File: src/rtl/mult_disp_pkg.sv
// Shared widths, FSM state encoding and segment constants for the result display path.
package mult_disp_pkg;
    localparam int BIN_W   = 8;
    localparam int DIG_W   = 4;
    localparam int NUM_DIG = 3;
    localparam int BCD_W   = NUM_DIG * DIG_W;
    localparam int CNT_W   = 3;
    localparam int SEG_W   = 7;

    localparam logic [CNT_W-1:0] CNT_LAST  = CNT_W'(BIN_W - 1);
    localparam logic [SEG_W-1:0] SEG_BLANK = '0;

    typedef enum logic [1:0] {
        IDLE  = 2'd0,
        SHIFT = 2'd1,
        DONE  = 2'd2
    } state_t;
endpackage

File: src/rtl/bcd_to_seg7.sv
// Combinational BCD digit to seven-segment decoder, active-high, bit order gfedcba.
module bcd_to_seg7
    import mult_disp_pkg::*;
(
    input  logic [DIG_W-1:0] digit,
    input  logic             blank,
    output logic [SEG_W-1:0] seg
);
    always_comb begin
        seg = SEG_BLANK;
        if (!blank) begin
            case (digit)
                4'd0:    seg = 7'b0111111;
                4'd1:    seg = 7'b0000110;
                4'd2:    seg = 7'b1011011;
                4'd3:    seg = 7'b1001111;
                4'd4:    seg = 7'b1100110;
                4'd5:    seg = 7'b1101101;
                4'd6:    seg = 7'b1111101;
                4'd7:    seg = 7'b0000111;
                4'd8:    seg = 7'b1111111;
                4'd9:    seg = 7'b1101111;
                default: seg = SEG_BLANK;
            endcase
        end
    end
endmodule

File: src/rtl/result_bcd_converter.sv
// Sequential double-dabble converter from the 8-bit multiplier result to three BCD digits.
// Define SEVEN_SEG_EN to add blanked seven-segment outputs decoded from the held digits.
module result_bcd_converter
    import mult_disp_pkg::*;
(
    input  logic             clk,
    input  logic             rst,
    input  logic             start,
    input  logic [BIN_W-1:0] bin_in,
    output logic [DIG_W-1:0] bcd_hund,
    output logic [DIG_W-1:0] bcd_tens,
    output logic [DIG_W-1:0] bcd_ones,
    output logic             busy,
    output logic             done
`ifdef SEVEN_SEG_EN
    ,
    output logic [SEG_W-1:0] seg_hund,
    output logic [SEG_W-1:0] seg_tens,
    output logic [SEG_W-1:0] seg_ones
`endif
);
    // state | meaning
    // IDLE  | no result since reset, waiting for a start edge
    // SHIFT | double-dabble in progress, 8 shift cycles
    // DONE  | result held on bcd_*, waiting for the next start edge
    state_t state, state_next;

    logic             start_q;
    logic             start_edge;
    logic [BIN_W-1:0] bin_sr, bin_next;
    logic [BCD_W-1:0] bcd_sr, bcd_adj, bcd_next;
    logic [CNT_W-1:0] cnt;
    logic             capture;
    logic             last_shift;

    assign start_edge = start & ~start_q;
    assign capture    = start_edge && (state == IDLE || state == DONE);
    assign last_shift = (state == SHIFT) && (cnt == CNT_LAST);

    always_comb begin
        bcd_adj = bcd_sr;
        for (int i = 0; i < NUM_DIG; i++) begin
            if (bcd_sr[i*DIG_W +: DIG_W] >= 4'd5)
                bcd_adj[i*DIG_W +: DIG_W] = bcd_sr[i*DIG_W +: DIG_W] + 4'd3;
        end
        {bcd_next, bin_next} = {bcd_adj, bin_sr} << 1;
    end

    always_ff @(posedge clk) begin
        if (rst) state <= IDLE;
        else     state <= state_next;
    end

    always_comb begin
        state_next = state;
        case (state)
            IDLE:    if (start_edge) state_next = SHIFT;
            SHIFT:   if (cnt == CNT_LAST) state_next = DONE;
            DONE:    if (start_edge) state_next = SHIFT;
            default: state_next = IDLE;
        endcase
    end

    assign busy = (state == SHIFT);
    assign done = (state == DONE);

    // Outputs only move on the completing edge so the display never shows partial sums.
    always_ff @(posedge clk) begin
        if (rst) begin
            start_q  <= 1'b0;
            bin_sr   <= '0;
            bcd_sr   <= '0;
            cnt      <= '0;
            bcd_hund <= '0;
            bcd_tens <= '0;
            bcd_ones <= '0;
        end else begin
            start_q <= start;
            if (capture) begin
                bin_sr <= bin_in;
                bcd_sr <= '0;
                cnt    <= '0;
            end else if (state == SHIFT) begin
                bin_sr <= bin_next;
                bcd_sr <= bcd_next;
                cnt    <= cnt + 1'b1;
                if (last_shift) begin
                    bcd_hund <= bcd_next[2*DIG_W +: DIG_W];
                    bcd_tens <= bcd_next[1*DIG_W +: DIG_W];
                    bcd_ones <= bcd_next[0*DIG_W +: DIG_W];
                end
            end
        end
    end

`ifdef SEVEN_SEG_EN
    logic blank_hund, blank_tens;

    assign blank_hund = (bcd_hund == '0);
    assign blank_tens = blank_hund && (bcd_tens == '0);

    bcd_to_seg7 u_seg_hund (.digit(bcd_hund), .blank(blank_hund), .seg(seg_hund));
    bcd_to_seg7 u_seg_tens (.digit(bcd_tens), .blank(blank_tens), .seg(seg_tens));
    bcd_to_seg7 u_seg_ones (.digit(bcd_ones), .blank(1'b0),       .seg(seg_ones));
`endif
endmodule

File: config.mk
export PLATFORM = sky130hd
export DESIGN_NAME = result_bcd_converter
export DESIGN_NICKNAME = d
export VERILOG_FILES = /design/src/rtl/mult_disp_pkg.sv /design/src/rtl/bcd_to_seg7.sv /design/src/rtl/result_bcd_converter.sv
export SDC_FILE = /design/constraint.sdc
export NUM_CORES = 1
export LEC_CHECK = 0
export CAP_MARGIN = 30
export CORE_MARGIN = 1.5
export CORE_UTILIZATION = 55
export DETAILED_ROUTE_END_ITERATION = 8
export PLACE_DENSITY = 0.81
export SYNTH_ARGS = -nofsm -noshare
export SYNTH_HDL_FRONTEND = slang
export SYNTH_SLANG_ARGS = --single-unit
File: constraint.sdc
create_clock -name clk -period 2.5 [get_ports clk]
set_input_delay 0.25 -clock clk [delete_from_list [all_inputs] [get_ports clk]]
set_output_delay 0.25 -clock clk [all_outputs]
set_load 0.1 [all_outputs]
==> results.tsv, run 1 <==
stage	metric	value	unit
sta	tightest_slew	490.1	ps
hold_path	min_path_cells	3	
cts	cts_inserted_buffers	5	
power_and_ir_drop	netSwitchingPower	0.2843	mW
detailed_routing	wl_per_cell	14.51	µm
grt	track_usage	0.2278	
run	warnings	29	
place	place_inst	239	
cts	cts_tree	yes	
power_and_ir_drop	pwr.group.clock	0.414	mW
power_and_ir_drop	p_total	1.162	mW
sta	tns	0	ps
floorplan	fp.coreArea	2853	µm²
cts	cts_root_buf	clkbuf_4	
cts	hold_buffers	0	
worst_setup_path	slowest_delay	370	ps
yosys	yosysWarnings	0	
status	status	complete, no violations	
worst_setup_path	ff2ff_setup_slack	670	ps
place	gp_congestion	0.8351	
power_and_ir_drop	comb_cell_power	0.116	mW
-- run 1: synth_stat cells --
library cell,count,area [µm²]
a211oi_1,1,7.510
o21ai_1,7,35.03
nor2b_1,1,6.260
and2_1,1,6.260
nor3_1,3,15.01
xnor2_1,4,35.03
buf_6,1,11.26
clkbuf_1,4,15.01
inv_1,7,26.28
nand2b_1,3,18.77
a21oi_2,3,26.28
or2_1,1,6.260
nand3b_1,7,52.55
nand2b_2,1,8.760
a211oi_2,4,50.05
a21oi_1,20,100.1
mux2_1,1,11.26
ha_1,8,100.1
nand2_1,24,90.09
nor3b_1,5,37.54
a22oi_1,7,52.55
o21ai_0,7,35.03
nor3b_2,1,12.51
o22ai_1,6,37.54
mux2_2,2,22.52
nand2b_4,1,13.76
inv_2,1,3.750
buf_2,4,20.02
dfxtp_1,38,760.7
nor2_1,15,56.30
nand3_1,3,15.01
buf_4,1,7.510
-- run 1: flip-flops by register name (all words and copies together) (netlist names) --
signal,flops
bcd_hund,4
bcd_ones,4
bcd_sr,12
bcd_tens,4
bin_sr,8
cnt,3
start_q,1
state,2
-- run 1: per-layer routing --
layer,share of wire,track usage,vias to the layer above
li1,-,-,716
met1,0.46,0.2967,656
met2,0.46,0.3387,53
met3,0.063,0.08352,6
met4,0.015,0.09967,0
met5,0,0,-
-- run 1: final cells by class --
type,instances,area [µm²],share of cell area
repair buffers,26,220.2,0.1114
well taps,31,38.79,0.01962
flip-flops and latches,38,760.7,0.3848
clock inverters,1,30.03,0.01519
inverters,8,30.03,0.01519
clock buffers,7,45.04,0.02278
multi-input cells,136,852.1,0.4310
Fig. 1: run 1, sequential cells coloured by netlist name
Other sequential cells in the stronger grey, the rest of the logic in the fainter grey.
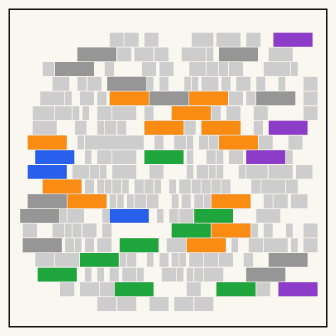
legend:
  `bcd_sr`:
    colour: orange
    placed_flops: 12
  `bin_sr`:
    colour: green
    placed_flops: 8
  `bcd_tens`:
    colour: purple
    placed_flops: 4
  `cnt`:
    colour: blue
    placed_flops: 3
not coloured: 11
Flop area: 760.7 µm²
sequential logic power: 0.632 mW

Fig. 2: run 1, track usage over the die
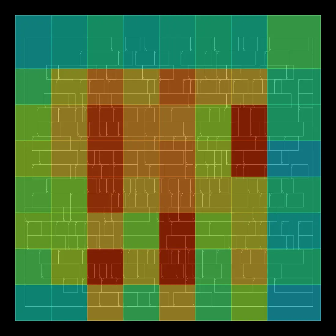
grt met2 use: 0.3387
met1 usage: 0.2967
final design utilization: 0.6930

Fig. 3: run 1, the metal 3 layer
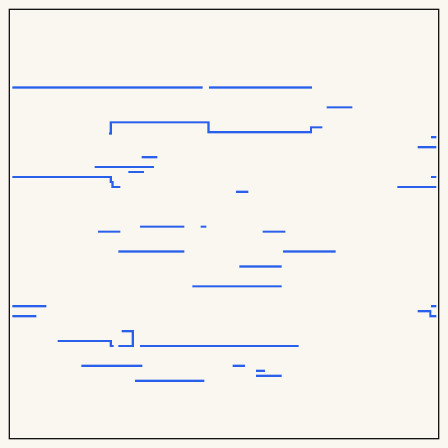
share of all routed wire: 6.3%
main direction: horizontal
nets with wire on the layer: 28
longest straight run: 25.8 µm
Vias: 1,431
GR Util met3: 0.08352
total wire length: 3583 µm

Fig. 4: run 1, pin placement
Pins as bars across the die edge, other pins in grey.
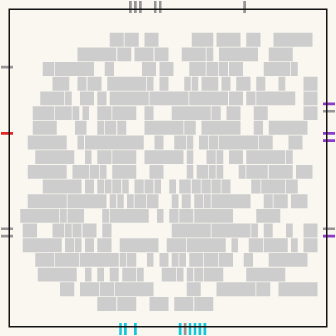

==> run 2: changes to the inputs <==
Settings changed: CORE_UTILIZATION 55 to 53, PLACE_DENSITY 0.81 to 0.78.
Clock period 2.5 ns to 1.8 ns, I/O delays scaled along.
Fig. 5: run 2, pin placement
Pins as bars across the die edge, other pins in grey.
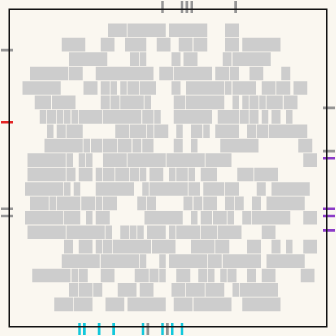
legend:
  `bcd_tens`:
    colour: purple
    pins: 4
    direction: output
    edge: east
  `busy`:
    colour: red
    pins: 1
    direction: output
    edge: west
  `bin_in`:
    colour: cyan
    pins: 8
    direction: input
    edge: south
all pins by edge: 10 south, 6 east, 5 north, 4 west
DIE HEIGHT: 59.58 µm
port bufs: 24

==> run 2 against run 1 <==
  * Combinational power is 62% higher
  * Sequential share of layout area is 1.8 points lower
  * Cell count is 8.1% higher
  * Setup slack worse by 380 ps
  * Global-route usage is 1.4 points higher
  * Critical path depth is 3 higher
  * Clock skew is 0.68 ps lower
  * Routed wire length is 7.4% higher
  * Cell area is 4.9% higher
  * Clock power is 42% higher
  * Largest cell class unchanged
  * Hold slack worse by 80 ps
  * Die size is 3.6% higher
==> results.tsv, run 2 <==
stage	metric	value	unit
status	status	complete, no violations	
worst_setup_path	startpoint	bcd_sr[5]	
detailed_routing	wl_per_cell	14.42	µm
grt	grt_pass1_wl	6417	µm
cts	cts_inserted_buffers	5	
place	gp_congestion	0.8340	
yosys	topCellsByArea	dfxtp_1 (45%), a21oi_1 (5.9%), ha_1 (5.9%)	
yosys	edf_count	0	
detailed_routing	postRouteWirelength	3849	µm
yosys	synth.distinct_cells	32	
run	warnings	29	
yosys	synth_async_sr_flop_share	0	
cts	cts_root_buf	clkbuf_4	
worst_setup_path	ff2ff_setup_slack	190	ps
yosys	synth_adder_area_share	0.05900	
sta	tns	0	ps
yosys	yosysMostFrequentCell	dfxtp_1	
power_and_ir_drop	vdd.ir_drop.worst	0.5535	mV
sta	tightest_slew	487.3	ps
sta	min_period	1612	ps
power_and_ir_drop	p_total	1.652	mW
hold_path	min_path_cells	3	
worst_setup_path	crit_type	reg2reg	
yosys	netlist.top_cell.by_area	dfxtp_1	
hold_path	worstHoldStart	bin_in[0]	
worst_setup_path	critPathMaxFanout	5	
yosys	synthXorXnorAreaFrac	0.02065	
yosys	ff_type	dfxtp_1	
yosys	ys_chip_area	1697	µm²
yosys	common_cells	dfxtp_1 (38), nand2_1 (24), a21oi_1 (20), nor2_1 (15), ha_1 (8)	
cts	post_cts_resized	0	
layout	reg_top3	bcd_sr (12), bin_sr (8)	
layout	top_register	bcd_sr	
detailed_routing	vias	1447	
yosys	fp_nets	211	
floorplan	fp.coreArea	3053	µm²
yosys	top_cell_area_share	0.4484	
cts	cts_tree	yes	
cts	hold_buffers	0	
layout	comb_area	854.6	µm²
sta	slew_violations	0	
yosys	yosysWarnings	0	
layout	drive_above_1_share	0.1928	
layout	regArea	760.7	µm²
cts	clockBufferDepth	2	
layout	largest_register_ffs	12	
layout	layout_top_cell	dfxtp_1	
grt	track_usage	0.2422	
Fig. 6: run 2, sequential cells coloured by netlist name
Other sequential cells in the stronger grey, the rest of the logic in the fainter grey.
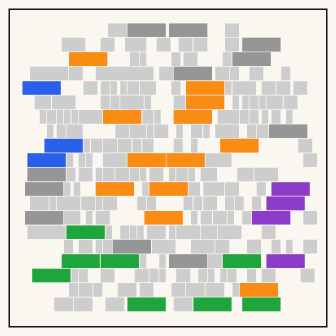
legend:
  `bin_sr`:
    colour: green
    placed_flops: 8
  `cnt`:
    colour: blue
    placed_flops: 3
  `bcd_tens`:
    colour: purple
    placed_flops: 4
  `bcd_sr`:
    colour: orange
    placed_flops: 12
not coloured: 11
final design utilization: 0.6791
Seq area share: 0.3669
sequential logic power: 0.877 mW

[run 2: cell counts after synthesis]
Identical to the previous run, type by type.
[run 2: worst max-delay path, stage by stage, from the launching register on]
cell and delay [ps]:
dfxtp_1 350, inv_1 100, ha_1 250, nand2b_1 110
a21oi_2 200, mux2_1 360, o22ai_1 170
[run 2: layout make-up]
class | count | share of cell area
timing repair buffer | 33 | 0.1436
sequential | 38 | 0.3669
inverter | 8 | 0.01448
clock buffer | 7 | 0.02173
clock inverter | 1 | 0.01448
tap | 44 | 0.02655
multi-input combinational | 136 | 0.4122
[run 2: logic make-up after synthesis]
family / count (synthesis)
mux: 3
compound gates: 55
fa+ha+maj: 8
simple gates: 66
xor+xnor: 4
buf+inv: 18
flops: 38
[run 2: where the power goes]
group / internal (mW) / switching, mW
Clock: 0.295 / 0.291
Combinational: 0.0819 / 0.107
Sequential: 0.862 / 0.0152
Total: 1.24 / 0.413
[run 2: routing by layer]
metal | part of all wire | global-route usage
met1 | 0.41 | 0.2880
met2 | 0.51 | 0.4097
met3 | 0.053 | 0.05677
met4 | 0.021 | 0.1143
met5 | 0 | 0
[run 2: how the worst min path moves through the flow]
stage,endpoint,slack [ps]
2_1_floorplan,start_q,310
3_3_place_gp,cnt[2],440
3_5_place_dp,bin_sr[1],450
4_1_cts,bin_sr[0],370
5_1_grt,bin_sr[0],400
6_report,bin_sr[0],370
[run 2: metrics by stage]
step	utilization	cell area, µm²	hold WS (ps)	cells
6_report	0.6791	2073	373.2	267
5_1_grt	0.6791	2073	402.9	267
4_1_cts	0.6791	2073	371.3	267
3_5_place_dp	0.6545	1998	451.8	259
3_3_place_gp	0.6545	1998	443.6	259
2_1_floorplan	-	1699	309.0	192
Fig. 7: run 2, metal layers overlaid
Two of the layers only.
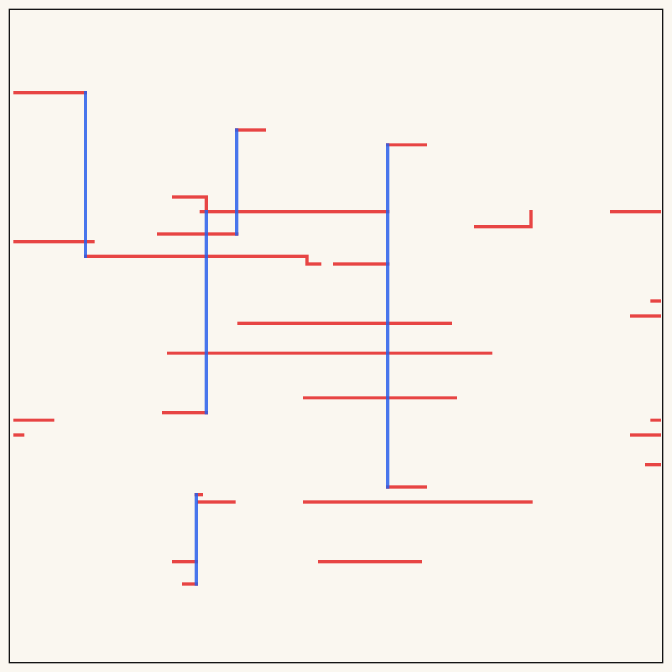

==> run 3: changes to the inputs <==
Settings changed: CORE_MARGIN 1.5 to default.
Fig. 8: run 3, metal layers overlaid
Two of the layers only.
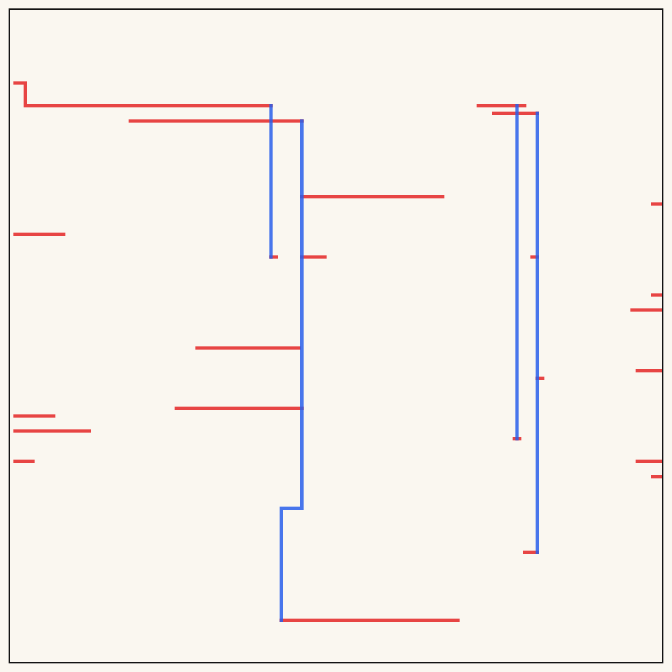
legend:
  metal 4:
    colour: blue
    wire_length: 130 µm
  metal 3:
    colour: red
    wire_length: 127 µm
GRT Util Overall: 0.2388
routed len/inst: 13.48 µm
total wire length: 3545 µm
Vias: 1,409

==> run 3 against run 2 <==
  * Utilization fell by 1.5 points
  * Synthesized area did not move
  * Register-to-register slack got worse by 20 ps
  * Non-clock buffer count fell by 4
  * Combinational power fell by 7%
  * Critical path depth did not move
  * Cell count fell by 1.5%
==> results.tsv, run 3 <==
stage	metric	value	unit
status	status	complete, no violations	
yosys	yosysMostFrequentCell	dfxtp_1	
sta	slew_violations	0	
floorplan	die_h	58.58	µm
yosys	yosysWarnings	0	
place	port_buffers	24	
cts	clockBufferDepth	2	
worst_setup_path	crit_buf_inv	1	
cts	cts_inserted_buffers	5	
power_and_ir_drop	intPower	1.124	mW
layout	top_register	bcd_sr	
yosys	ys_chip_area	1697	µm²
yosys	fp_nets	211	
power_and_ir_drop	vdd.ir_drop.worst	0.4977	mV
worst_setup_path	critPathMaxFanout	5	
yosys	synth.distinct_cells	32	
power_and_ir_drop	pwr.group.clock	0.465	mW
power_and_ir_drop	seqPwrFrac	0.579	
sta	tns	0	ps
yosys	top_cell_area_share	0.4484	
cts	post_cts_resized	0	
sta	tightest_slew	501.8	ps
yosys	edf_count	0	
power_and_ir_drop	pwr-share-comb	0.115	
layout	final_area	2028	µm²
power_and_ir_drop	swShare	0.2583	
worst_setup_path	crit_type	reg2reg	
sta	min_period	1630	ps
grt	grt_pass1_wl	6085	µm
run	warnings	29	
Fig. 9: run 3, sequential cells coloured by netlist name
Other sequential cells in the stronger grey, the rest of the logic in the fainter grey.
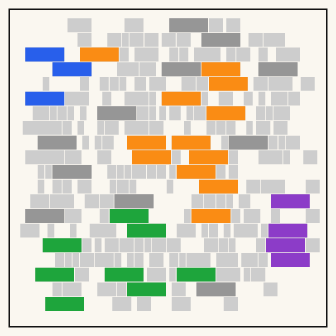
legend:
  `bin_sr`:
    colour: green
    placed_flops: 8
  `cnt`:
    colour: blue
    placed_flops: 3
  `bcd_tens`:
    colour: purple
    placed_flops: 4
    where: south-east
  `bcd_sr`:
    colour: orange
    placed_flops: 12
not coloured: 11
final design utilization: 0.6643
Seq area share: 0.3751

run 3: cell counts after synthesis:
No cell type changed its count.
run 3: kinds of logic after synthesis:
family / synth area share
AND/OR/NAND/NOR: 0.1999
AND-OR/OR-AND: 0.2028
flip-flops: 0.4484
buffers and inverters: 0.04941
adder cells (fa/ha/maj): 0.05900
XOR/XNOR: 0.02065
multiplexers: 0.01991
run 3: path summary, 6_finish.rpt:
path | from | to | slack [ps] | depth (start not counted)
worst min register to register | bin_sr[4] | bin_sr[4] | 460 | 2
worst min-delay path | bin_in[0] | bin_sr[0] | 380 | 3
worst max register to register | bcd_sr[4] | bcd_sr[6] | 170 | 6
worst max-delay path | bcd_sr[4] | bcd_sr[6] | 170 | 6
run 3: through the flow:
stage	total power [mW]	setup slack [ps]	cells	utilization	hold slack, ps
finish	1.516	170.0	263	0.6643	376.1
global route	1.601	57.89	263	0.6643	341.2
CTS	1.535	160.4	263	0.6643	366.0
detailed placement	1.069	148.6	255	0.6447	450.6
global placement	1.063	224.0	255	0.6447	442.7
floorplan	1.009	211.8	192	-	309.0
run 3: metal layers:
layer / vias to the layer above / GRT usage / routed length, µm
li1: 722 / - / -
met1: 649 / 0.2780 / 1567
met2: 25 / 0.3892 / 1721
met3: 13 / 0.07253 / 126
met4: 0 / 0.1395 / 129
met5: - / 0 / 0
run 3: worst min-delay path, stage by stage:
cell and delay (ps):
clkdlybuf4s50_1 400, nand2_1 60, a21oi_1 50
run 3: final cells by class:
cell class | count | area (µm²) | area share
Timing Repair Buffer | 29 | 267.8 | 0.1320
Inverter | 8 | 30.03 | 0.01481
Tap cell | 44 | 55.05 | 0.02714
Clock buffer | 7 | 55.05 | 0.02714
Clock inverter | 1 | 5.005 | 0.002468
Sequential cell | 38 | 760.7 | 0.3751
Multi-Input combinational cell | 136 | 854.6 | 0.4213
Power is estimated from default activity; no workload was simulated.
